$ cat src/rtl/alu_issue_unit.sv
// -----------------------------------------------------------------------------
// alu_issue_unit
//
// Command buffer and issue stage in front of a 4-bit combinational ALU
// (behavioral_alu). Commands arrive over a valid/ready handshake and wait in a
// small FIFO. The FIFO head drives the ALU inputs combinationally. The ALU
// response is captured into a result register with its own valid/ready
// handshake. Results leave in command order at up to one per cycle.
//
// Optional feature macro: ALU_ISSUE_ACC_EN
//   When defined, a 4-bit accumulator loads the ALU result on every issue.
//   Commands tagged with cmd_acc then take operand a from the accumulator.
//   When undefined, cmd_acc is ignored and no accumulator exists.
//
// Parameters
//   DEPTH          command FIFO entries (power of two, >= 2)
//
// Ports
//   clk, rst_n     clock (rising edge) and asynchronous active-low reset
//   cmd_valid      command present
//   cmd_ready      FIFO can accept (= !full)
//   cmd_op         ALU opcode: ADD SUB AND OR XOR NOT SHL SHR
//   cmd_a, cmd_b   operands
//   cmd_acc        take operand a from the accumulator (feature macro only)
//   alu_a, alu_b   to the ALU operands (0 when the FIFO is empty)
//   alu_operation  to the ALU opcode  (ADD when the FIFO is empty)
//   alu_result     from the ALU result
//   alu_carry_out  from the ALU carry/borrow
//   res_valid      result register holds a result
//   res_ready      consumer accepts the result
//   res_data       registered ALU result
//   res_carry      registered carry/borrow
//   res_zero       registered (result == 0)
//   fifo_count     entries currently in the FIFO
// -----------------------------------------------------------------------------
module alu_issue_unit #(
  parameter int DEPTH = 4
) (
  input  logic                       clk,
  input  logic                       rst_n,
  input  logic                       cmd_valid,
  output logic                       cmd_ready,
  input  logic [2:0]                 cmd_op,
  input  logic [3:0]                 cmd_a,
  input  logic [3:0]                 cmd_b,
  input  logic                       cmd_acc,
  output logic [3:0]                 alu_a,
  output logic [3:0]                 alu_b,
  output logic [2:0]                 alu_operation,
  input  logic [3:0]                 alu_result,
  input  logic                       alu_carry_out,
  output logic                       res_valid,
  input  logic                       res_ready,
  output logic [3:0]                 res_data,
  output logic                       res_carry,
  output logic                       res_zero,
  output logic [$clog2(DEPTH):0]     fifo_count
);

  localparam int AW = $clog2(DEPTH);
  localparam int CW = AW + 1;

  if (DEPTH < 2 || (DEPTH & (DEPTH - 1)) != 0) begin : g_bad_depth
    $error("alu_issue_unit: DEPTH must be a power of two and at least 2");
  end

  // One stored command. The acc tag only exists when the accumulator does.
  typedef struct packed {
    logic [2:0] op;
    logic [3:0] a;
    logic [3:0] b;
`ifdef ALU_ISSUE_ACC_EN
    logic       acc;
`endif
  } cmd_t;

  cmd_t          mem [DEPTH];
  cmd_t          wr_entry;
  cmd_t          head;
  logic [AW-1:0] wr_ptr;
  logic [AW-1:0] rd_ptr;
  logic [CW-1:0] count;
  logic          full;
  logic          empty;
  logic          push;
  logic          issue;

  assign full      = (count == CW'(DEPTH));
  assign empty     = (count == '0);
  assign cmd_ready = !full;
  assign push      = cmd_valid && !full;
  // The result register frees up when empty or being drained this edge.
  assign issue     = !empty && (!res_valid || res_ready);
  assign fifo_count = count;

  assign wr_entry.op = cmd_op;
  assign wr_entry.a  = cmd_a;
  assign wr_entry.b  = cmd_b;
`ifdef ALU_ISSUE_ACC_EN
  assign wr_entry.acc = cmd_acc;
`else
  // cmd_acc has no effect in this build.
  logic unused_acc;
  assign unused_acc = cmd_acc;
`endif

  // NOTE: The storage array has no reset. Stale entries are never observed
  // because the ALU drive is masked while the FIFO is empty, and leaving the
  // array out of the reset tree lets it map onto plain registers or RAM.
  always_ff @(posedge clk) begin
    if (push) begin
      mem[wr_ptr] <= wr_entry;
    end
  end

  assign head = mem[rd_ptr];

  // NOTE: Sequential state uses non-blocking assignments so every register
  // samples pre-edge values, independent of process ordering.
  always_ff @(posedge clk or negedge rst_n) begin
    if (!rst_n) begin
      wr_ptr <= '0;
      rd_ptr <= '0;
      count  <= '0;
    end else begin
      if (push) begin
        wr_ptr <= wr_ptr + AW'(1);
      end
      if (issue) begin
        rd_ptr <= rd_ptr + AW'(1);
      end
      // Simultaneous push and pop leaves the count unchanged.
      if (push && !issue) begin
        count <= count + CW'(1);
      end else if (!push && issue) begin
        count <= count - CW'(1);
      end
    end
  end

`ifdef ALU_ISSUE_ACC_EN
  logic [3:0] acc_q;

  always_ff @(posedge clk or negedge rst_n) begin
    if (!rst_n) begin
      acc_q <= '0;
    end else if (issue) begin
      acc_q <= alu_result;
    end
  end
`endif

  // NOTE: Every output of this block is defaulted first, so no path through
  // it leaves a value unassigned and no latch is inferred.
  always_comb begin
    alu_a         = '0;
    alu_b         = '0;
    alu_operation = '0;
    if (!empty) begin
      alu_operation = head.op;
      alu_b         = head.b;
`ifdef ALU_ISSUE_ACC_EN
      alu_a         = head.acc ? acc_q : head.a;
`else
      alu_a         = head.a;
`endif
    end
  end

  // Result register: loads on issue, otherwise clears when drained and
  // holds steady while stalled.
  always_ff @(posedge clk or negedge rst_n) begin
    if (!rst_n) begin
      res_valid <= 1'b0;
      res_data  <= '0;
      res_carry <= 1'b0;
      res_zero  <= 1'b0;
    end else if (issue) begin
      res_valid <= 1'b1;
      res_data  <= alu_result;
      res_carry <= alu_carry_out;
      res_zero  <= (alu_result == 4'd0);
    end else if (res_ready) begin
      res_valid <= 1'b0;
    end
  end

endmodule
$ cat config.mk
export PLATFORM = sky130hd
export DESIGN_NAME = alu_issue_unit
export DESIGN_NICKNAME = d
export VERILOG_FILES = /design/src/rtl/alu_issue_unit.sv
export SDC_FILE = /design/constraint.sdc
export NUM_CORES = 1
export LEC_CHECK = 0
export CAP_MARGIN = 0
export CORE_MARGIN = 2
export CORE_UTILIZATION = 30
export DETAILED_ROUTE_END_ITERATION = 12
export GPL_TIMING_DRIVEN = 0
export PLACE_DENSITY_LB_ADDON = 0.12
export SLEW_MARGIN = 40
export SYNTH_ARGS = -nofsm -noshare
export SYNTH_HDL_FRONTEND = slang
export SYNTH_SLANG_ARGS = --single-unit
$ cat constraint.sdc
create_clock -name clk -period 2.9 [get_ports clk]
set_input_delay 0.29 -clock clk [delete_from_list [all_inputs] [get_ports clk]]
set_output_delay 0.29 -clock clk [all_outputs]
set_load 0.05 [all_outputs]
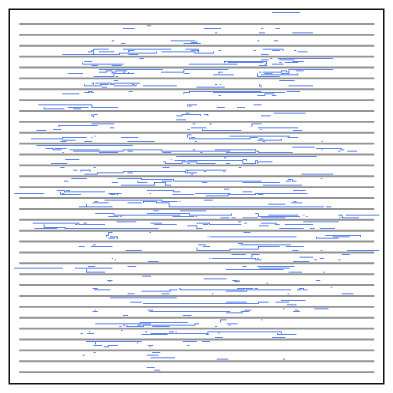
*The metal 1 layer, run 1*
(4 px per um) Supply wires on this layer in grey.
share of all routed wire: 45%
wire length on this layer: 1,920 um

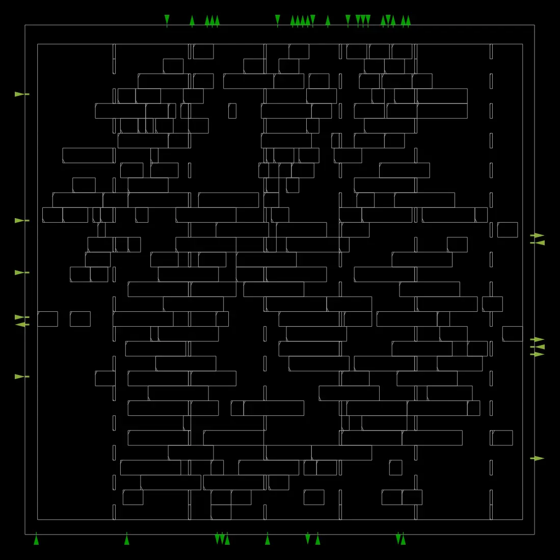
*Placement view, run 1*
area of the core: 7730 sq um
Tapcells: 102
utilization after layout: 40.2%
Rows: 32
Finished Layout Cells: 281

==> results.txt, run 1 <==
fresh numbers from the pnr run: multi-input gates 56, largest net degree at the start of global routing 15, dpl ws 0.502 ns, syn avg cell area 19.6 sq um, Routed Antenna Nets 0, Power Density 1200 nW/um^2, most used logic cell in the final layout edfxtp_1, Max Root-Sink Buffers 2, Setup TNS 0 ns, Critical Path End Type output pin, WHS 0.377 ns, die height 93.3 um, antenna violations before repair 0, CP arrival 2.37 ns, and+or+nand+nor area frac 6.39%, max incr delay on CP 0.72 ns, gr usage total 10.8%, vias after detailed routing 1,206, Flops 58, Remaining Overflow, GRT 0, max reg flops 44, main logic family after synthesis multiplexers, Yosys cell types 24, critical path startpoint category flip-flop, Crit path depth 4, fin. max-slew vios 0, Post-CTS Resized 0, Logic area 671 sq um, worst-margin pin slew 0.669 ns, placed instance count 265, Ports 43, relative slew slack 55.3%, vias in the first global route 1,335, Root Buffer clkbuf_8, Reg power frac 33.1%, sw frac 39.9%, met2 Use GR 17.7%, R2R setup slack 0.69 ns, Area-dominant class registers, cycle use final 91.8%, Critical Path RT 2.61 ns, Worst VDD drop 0.409 mV, chip area 8700 sq um, RD Place Congestion 0.659, Synth Warn # 0, Design Area, Final 3110 sq um, Clock Sink Count 58, FF+latch count, synth 58, critical path endpoint alu_operation[0], Setup crit start rd_ptr[0], most common logic cells in the final layout edfxtp_1, clkdlybuf4s50_1, dfrtp_1, Register Area 1670 sq um, first-pass GRT wire length 6770 um, top cells by area edfxtp_1, dfrtp_1, mux4_2, mux2_4, mux4_1, sequential share of cell area 53.8%, R2R depth 10, number of fill cells in the layout 688, reg2reg end fifo_count[2], register bank with the most flops mem, Worst path slowest cell clkdlybuf4s50_1, outcome finished, final reports clean, Hold WC Path Type in -> async
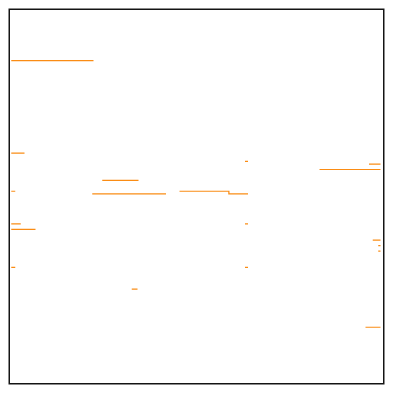
*The metal 3 layer, run 1*
(4 px per um)
nets with wire on the layer: 13
wire length on this layer: 102 um
longest straight run: 20.2 um
main direction: horizontal
share of all routed wire: 2.4%

run 1: how the worst min path moves through the flow:
stage                     slack, ns  depth (start not counted)             to
after floorplan              -0.006                          0  fifo_count[0]
after global placement         0.50                          1    res_data[2]
after detailed placement       0.50                          1      res_carry
after CTS                      0.39                          1      res_carry
after global routing           0.44                          1      res_carry
final                          0.38                          1    res_data[0]
run 1: power groups by stage:
stage | Sequential [W] | Clock [W] | Combinational, W
2_1_floorplan | 0.00142 | 0 | 0.00110
3_3_place_gp | 0.00124 | 0 | 0.00182
3_5_place_dp | 0.00125 | 0 | 0.00184
4_1_cts | 0.00124 | 0.000694 | 0.00185
5_1_grt | 0.00126 | 0.000733 | 0.00192
6_report | 0.00123 | 0.000676 | 0.00181
==> run 1 -> run 2 <==
SLEW_MARGIN = 15   (was 40)
TNS_END_PERCENT = 20   (was unset)
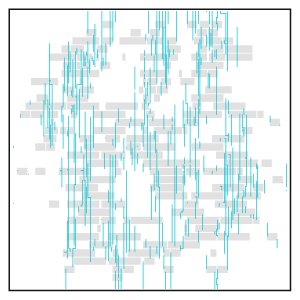
*M2 wires, run 2*
(3 px per um) Cells faint in the background.
wire length on this layer: 2,160 um
main direction: vertical
nets with wire on the layer: 182
longest straight run: 47.3 um
share of all routed wire: 51%

==> results.txt, run 2 <==
fresh numbers from the pnr run: R2R depth 10 (unchanged), outcome finished, final reports clean (unchanged), most common logic cells in the final layout edfxtp_1, clkdlybuf4s50_1, dfrtp_1 (unchanged), Synth Warn # 0 (unchanged), critical path startpoint category flip-flop (unchanged), critical path endpoint alu_operation[0] (unchanged), largest net degree at the start of global routing 15 (unchanged), sequential share of cell area 53.8% (unchanged), antenna violations before repair 0 (unchanged), Root Buffer clkbuf_8 (unchanged), Clock Sink Count 58 (unchanged), CP arrival 2.37 ns (about the same), Logic area 671 sq um (unchanged), cycle use final 91.8% (unchanged), Worst VDD drop 0.409 mV (unchanged), Design Area, Final 3110 sq um (unchanged), Critical Path End Type output pin (unchanged), met2 Use GR 17.7% (unchanged), Register Area 1670 sq um (unchanged), register bank with the most flops mem (unchanged), Ports 43 (unchanged), Post-CTS Resized 0 (unchanged), most used logic cell in the final layout edfxtp_1 (unchanged), max reg flops 44 (unchanged), Top Consumer combinational logic (unchanged), Max Root-Sink Buffers 2 (unchanged), gr usage total 10.8% (unchanged), worst-margin pin slew 0.669 ns (unchanged), Area-dominant class registers (unchanged), Yosys cell types 24 (unchanged), placed instance count 265 (unchanged), syn avg cell area 19.6 sq um (unchanged), multi-input gates 56 (unchanged), Seq power 0.00123 W (about the same), Setup crit start rd_ptr[0] (unchanged), Remaining Overflow, GRT 0 (unchanged), FF+latch count, synth 58 (unchanged), reg2reg end fifo_count[2] (unchanged), top cells by area edfxtp_1, dfrtp_1, mux4_2, mux2_4, mux4_1 (unchanged), number of fill cells in the layout 688 (unchanged), chip area 8700 sq um (unchanged), die height 93.3 um (unchanged)
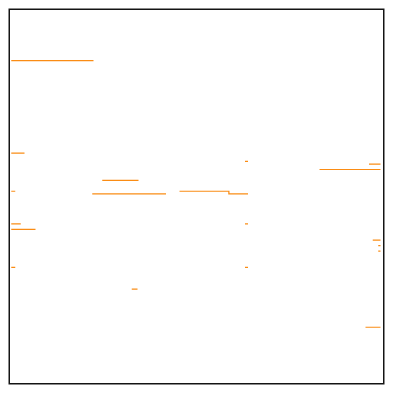
*The metal 3 layer, run 2*
(4 px per um)
share of all routed wire: 2.4%
wire length on this layer: 102 um
longest straight run: 20.2 um

run 2: cell counts in the layout (fill, tap and decap cells not counted):
No cell type changed its count.
run 2: stage by stage:
stage / setup WS [ns] / total power [W] / hold WS [ns]
3_5_place_dp: 0.502 / 0.00310 / 0.497
6_report: 0.237 / 0.00372 / 0.377
2_1_floorplan: 0.664 / 0.00252 / -0.00559
4_1_cts: 0.193 / 0.00378 / 0.394
5_1_grt: 0.142 / 0.00392 / 0.439
3_3_place_gp: 0.548 / 0.00306 / 0.496
run 2: kinds of logic after synthesis:
logic type	Yosys count	synth area share (%)
buffers and inverters	8	1.99
adders and majority gates	6	3.46
DFF	58	69.9
xor gates and xnor gates	6	2.20
and+or+nand+nor	24	6.39
muxes	19	15.5
AOI/OAI and AO/OA	1	0.471
Power figures rest on the tool's default switching activity, not on a simulated workload.
